--- src/rtl/uart_tx_scheduler_pkg.sv ---
// Shared definitions for the UART transmit scheduler.
//   state_t      : 3-bit FSM state encoding
//   DEF_DATA_W   : default byte width
//   DEF_HDR_BASE : default channel header base value
//   idx_w()      : index width for a given requester count (at least 1 bit)
package uart_tx_scheduler_pkg;

  localparam int         DEF_DATA_W   = 8;
  localparam logic [7:0] DEF_HDR_BASE = 8'hA0;

  typedef enum logic [2:0] {
    ST_IDLE      = 3'd0,
    ST_HDR_START = 3'd1,
    ST_HDR_WAIT  = 3'd2,
    ST_DAT_START = 3'd3,
    ST_DAT_WAIT  = 3'd4
  } state_t;

  function automatic int idx_w(input int n);
    return (n <= 2) ? 1 : $clog2(n);
  endfunction

endpackage

--- src/rtl/uart_tx_scheduler_rr_arbiter.sv ---
// Combinational round-robin pick.
//   req   : request vector
//   last  : index granted most recently; the search starts just after it
//   valid : at least one request is set
//   idx   : first set request found searching from last+1 with wrap-around
module rr_arbiter
  import uart_tx_scheduler_pkg::*;
#(
  parameter int N     = 4,
  parameter int IDX_W = idx_w(N)
) (
  input  logic [N-1:0]     req,
  input  logic [IDX_W-1:0] last,
  output logic             valid,
  output logic [IDX_W-1:0] idx
);

  // Scan from the farthest candidate to the nearest so that the nearest
  // set bit after 'last' is the one left standing.
  always_comb begin
    valid = 1'b0;
    idx   = '0;
    for (int k = N; k >= 1; k--) begin
      if (req[(int'(last) + k) % N]) begin
        valid = 1'b1;
        idx   = IDX_W'((int'(last) + k) % N);
      end
    end
  end

endmodule

--- src/rtl/uart_tx_scheduler.sv ---
// Shares one UART transmitter between NUM_REQ byte sources, round-robin.
// Each grant optionally sends a channel header (HDR_BASE | grant_id) before
// the data byte; a watchdog abandons a byte if tx_done never arrives.
//   clk, rst         : clock, synchronous active-high reset
//   req, req_data    : per-requester request level and flattened bytes
//   ack              : one-cycle one-hot pulse, requester's byte latched
//   tx_start/tx_data : start pulse and byte to the transmitter
//   tx_busy/tx_done  : transmitter busy level and completion pulse
//   grant_id         : current/last granted requester
//   active           : scheduler not idle
//   timeout_err      : one-cycle pulse when the watchdog fires
//
// state     | meaning
// ----------+--------------------------------------------
// IDLE      | waiting for a request with transmitter free
// HDR_START | header byte presented, tx_start high
// HDR_WAIT  | waiting for tx_done of the header
// DAT_START | data byte presented, tx_start high
// DAT_WAIT  | waiting for tx_done of the data byte
module uart_tx_scheduler
  import uart_tx_scheduler_pkg::*;
#(
  parameter int                NUM_REQ        = 4,
  parameter int                DATA_W         = DEF_DATA_W,
  parameter int                HEADER_EN      = 1,
  parameter logic [DATA_W-1:0] HDR_BASE       = DATA_W'(DEF_HDR_BASE),
  parameter int                TIMEOUT_CYCLES = 100000,
  localparam int               IDX_W          = idx_w(NUM_REQ)
) (
  input  logic                      clk,
  input  logic                      rst,
  input  logic [NUM_REQ-1:0]        req,
  input  logic [NUM_REQ*DATA_W-1:0] req_data,
  output logic [NUM_REQ-1:0]        ack,
  output logic                      tx_start,
  output logic [DATA_W-1:0]         tx_data,
  input  logic                      tx_busy,
  input  logic                      tx_done,
  output logic [IDX_W-1:0]          grant_id,
  output logic                      active,
  output logic                      timeout_err
);

  localparam int TMR_W = (TIMEOUT_CYCLES == 0) ? 1 : $clog2(TIMEOUT_CYCLES + 1);
  localparam logic [TMR_W-1:0] TMR_LAST = TMR_W'((TIMEOUT_CYCLES == 0) ? 0 : TIMEOUT_CYCLES - 1);
  localparam logic [TMR_W-1:0] TMR_MAX  = '1;

  state_t               state;
  logic [DATA_W-1:0]    data_q;
  logic [IDX_W-1:0]     grant_q;
  logic [IDX_W-1:0]     last_grant;
  logic [NUM_REQ-1:0]   ack_q;
  logic                 timeout_q;
  logic [TMR_W-1:0]     timer;
  logic                 arb_valid;
  logic [IDX_W-1:0]     arb_idx;

  rr_arbiter #(
    .N     (NUM_REQ),
    .IDX_W (IDX_W)
  ) u_arb (
    .req   (req),
    .last  (last_grant),
    .valid (arb_valid),
    .idx   (arb_idx)
  );

  always_ff @(posedge clk) begin
    if (rst) begin
      state      <= ST_IDLE;
      data_q     <= '0;
      grant_q    <= '0;
      last_grant <= IDX_W'(NUM_REQ - 1);
      ack_q      <= '0;
      timeout_q  <= 1'b0;
      timer      <= '0;
    end else begin
      ack_q     <= '0;
      timeout_q <= 1'b0;
      case (state)
        ST_IDLE: begin
          if (arb_valid && !tx_busy) begin
            data_q  <= req_data[int'(arb_idx)*DATA_W +: DATA_W];
            grant_q <= arb_idx;
            ack_q   <= NUM_REQ'(1) << arb_idx;
            state   <= (HEADER_EN != 0) ? ST_HDR_START : ST_DAT_START;
          end
        end
        ST_HDR_START: begin
          state <= ST_HDR_WAIT;
          timer <= '0;
        end
        ST_DAT_START: begin
          state <= ST_DAT_WAIT;
          timer <= '0;
        end
        ST_HDR_WAIT, ST_DAT_WAIT: begin
          // tx_done has priority over a watchdog expiry on the same edge
          if (tx_done) begin
            if (state == ST_HDR_WAIT) begin
              state <= ST_DAT_START;
            end else begin
              state      <= ST_IDLE;
              last_grant <= grant_q;
            end
          end else if ((TIMEOUT_CYCLES != 0) && (timer == TMR_LAST)) begin
            timeout_q  <= 1'b1;
            state      <= ST_IDLE;
            last_grant <= grant_q;
          end else if (timer != TMR_MAX) begin
            timer <= timer + 1'b1;
          end
        end
        default: state <= ST_IDLE;
      endcase
    end
  end

  assign tx_start    = (state == ST_HDR_START) || (state == ST_DAT_START);
  assign tx_data     = (state == ST_HDR_START) ? (HDR_BASE | DATA_W'(grant_q)) :
                       (state == ST_DAT_START) ? data_q : '0;
  assign active      = (state != ST_IDLE);
  assign ack         = ack_q;
  assign grant_id    = grant_q;
  assign timeout_err = timeout_q;

endmodule

--- config.mk ---
export PLATFORM = sky130hd
export DESIGN_NAME = uart_tx_scheduler
export DESIGN_NICKNAME = d
export VERILOG_FILES = /design/src/rtl/uart_tx_scheduler_pkg.sv /design/src/rtl/uart_tx_scheduler_rr_arbiter.sv /design/src/rtl/uart_tx_scheduler.sv
export SDC_FILE = /design/constraint.sdc
export NUM_CORES = 1
export LEC_CHECK = 0
export CAP_MARGIN = 40
export CORE_UTILIZATION = 52
export CTS_CLUSTER_SIZE = 40
export DETAILED_ROUTE_END_ITERATION = 8
export PLACE_DENSITY = 0.86
export SETUP_SLACK_MARGIN = 0.1
export SLEW_MARGIN = 20
export SYNTH_ARGS = -nofsm -noshare
export SYNTH_HDL_FRONTEND = slang
export SYNTH_SLANG_ARGS = --single-unit
--- constraint.sdc ---
create_clock -name clk -period 3.9 [get_ports clk]
set_clock_uncertainty 0.05 [all_clocks]
set_input_delay 0.39 -clock clk [delete_from_list [all_inputs] [get_ports clk]]
set_output_delay 0.39 -clock clk [all_outputs]
set_load 0.05 [all_outputs]
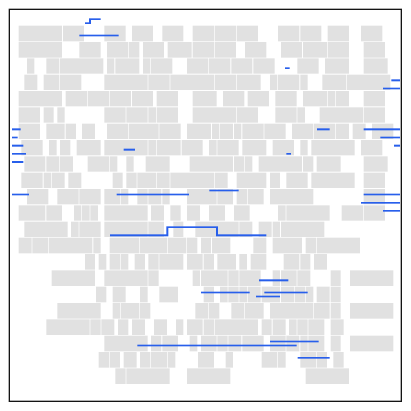
met3.png
(6 px per µm)
longest straight run: 26.2 µm
wire length on this layer: 157 µm
main direction: horizontal
share of all routed wire: 3.1%
global routing usage on met3: 5.903%
total vias in the final route: 2014
aggregate routed wire length: 5.031 mm

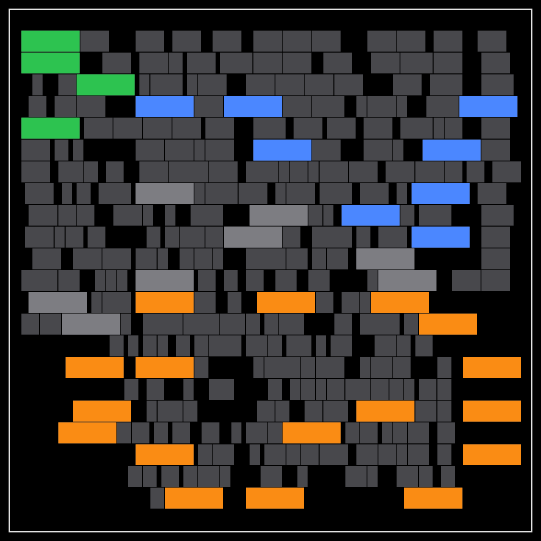
registers.png
(8 px per µm) Other sequential cells in the stronger grey, the rest of the logic in the fainter grey.
[blue] data_q | sequential cells: 8
[green] ack | sequential cells: 4 | where: upper left
[orange] timer | sequential cells: 17

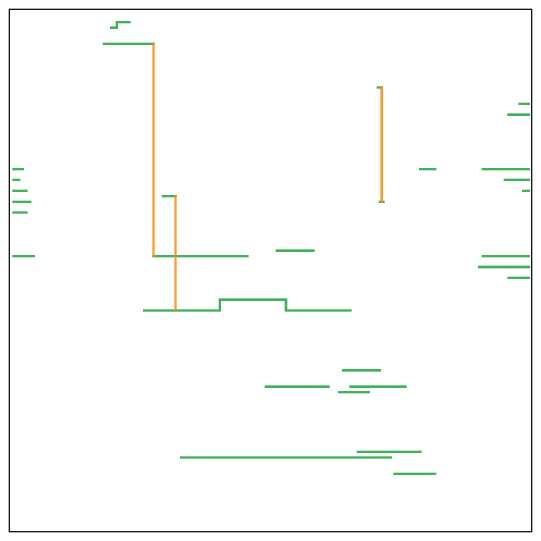
metal_stack.png
(8 px per µm) Two of the layers only.
[green] met3 | wire length: 157 µm
[orange] met4 | wire length: 55.1 µm
total track usage: 24.29%
routed wire length per instance: 14.63 µm

==> results.json <==
{
  "syn_to_final_growth_pct": 31.24,
  "timing.critical_path.cells": "ha_1, nand3_1, nor3_1, ha_1, nor4b_1, a211o_1, o21ai_1, buf_4, or3_1, a21oi_1",
  "post_route_cells_drive_above_1_share_pct": 10.14,
  "cp_num_cells": 10,
  "route.top_layer_used": "met4",
  "global_route_congestion_overflow_total": 0,
  "reg2reg_depth": 10,
  "post_cts.repair.setup_buffers": 0,
  "flip_flop_count_of_the_largest_register_all_copies_and_words_added": 17,
  "postSynthNetCount": 288,
  "cpLargestDelayFamily": "AND-OR/OR-AND gates",
  "totalNegativeSetupSlack_ns": 0,
  "clock_latency_ns": 0.28,
  "slew_headroom_pct": 46.42,
  "yosys_warnings": 0,
  "sw_frac_of_total_pct": 28.96,
  "timing.rr.start": "timer[1]",
  "grt_busiest_layer": "met2",
  "grt_first_pass_wirelength_mm": 7.976,
  "tritoncts_clock_tree": "built",
  "ctsHoldBuffers": 0,
  "dominant-cell-class": "combinational gates",
  "post_synth_xor_area_fraction_pct": 0,
  "ys_seq_share_pct": 35.77,
  "final-clk-cell-share_pct": 3.039,
  "final.period_utilization_pct": 72.54,
  "nNonClkInverters": 5,
  "drt-initial-drc-count": 103,
  "run_status": "complete, no violations",
  "ys_dominant_reg_cell": "sky130_fd_sc_hd__dfxtp_1",
  "top_cells_by_count": "sky130_fd_sc_hd__dfxtp_1, sky130_fd_sc_hd__nor2_1, sky130_fd_sc_hd__a21oi_1",
  "cap_viol_max_count": 0,
  "worst_path_max_delay_cell": "sky130_fd_sc_hd__o21ai_1",
  "worstMarginPinSlew_ns": 0.7984,
  "ir_drop_mv": 0.2556,
  "worst_slack_ns": 1.071,
  "synth-adder-area-share_pct": 1.208,
  "netlist.top_cell.by_instances": "sky130_fd_sc_hd__dfxtp_1",
  "hold_path_class": "reg2reg",
  "signal_buffers": 58,
  "synth.yosys.num_cells": 246,
  "hold_viol_final": 0,
  "num_antenna_cells": 0,
  "die_area_um2": 4239,
  "timing.setup.critical_path_class": "reg2reg",
  "dp_worst_setup_slack_ns": 1.116,
  "total_leakage_power_nw": 0.9865,
  "flop_area_um2": 740.7,
  "sh_seq_area_pct": 27.26,
  "placeableCoreArea_um2": 3744,
  "dp_hpwl_mm": 3.789,
  "p_total_mw": 0.8540
}
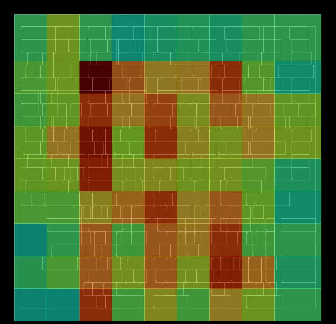
final_congestion.png
met1 Use GR: 28.96%
Layout Utilization: 72.59%

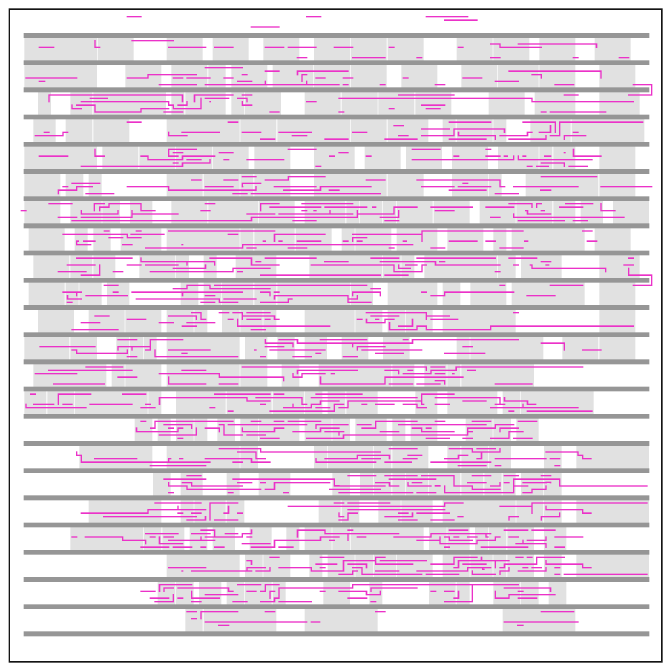
met1.png
(10 px per µm) Supply wires on this layer in grey.
nets with wire on the layer: 308
main direction: horizontal
wire length on this layer: 2230 µm
longest straight run: 19.3 µm

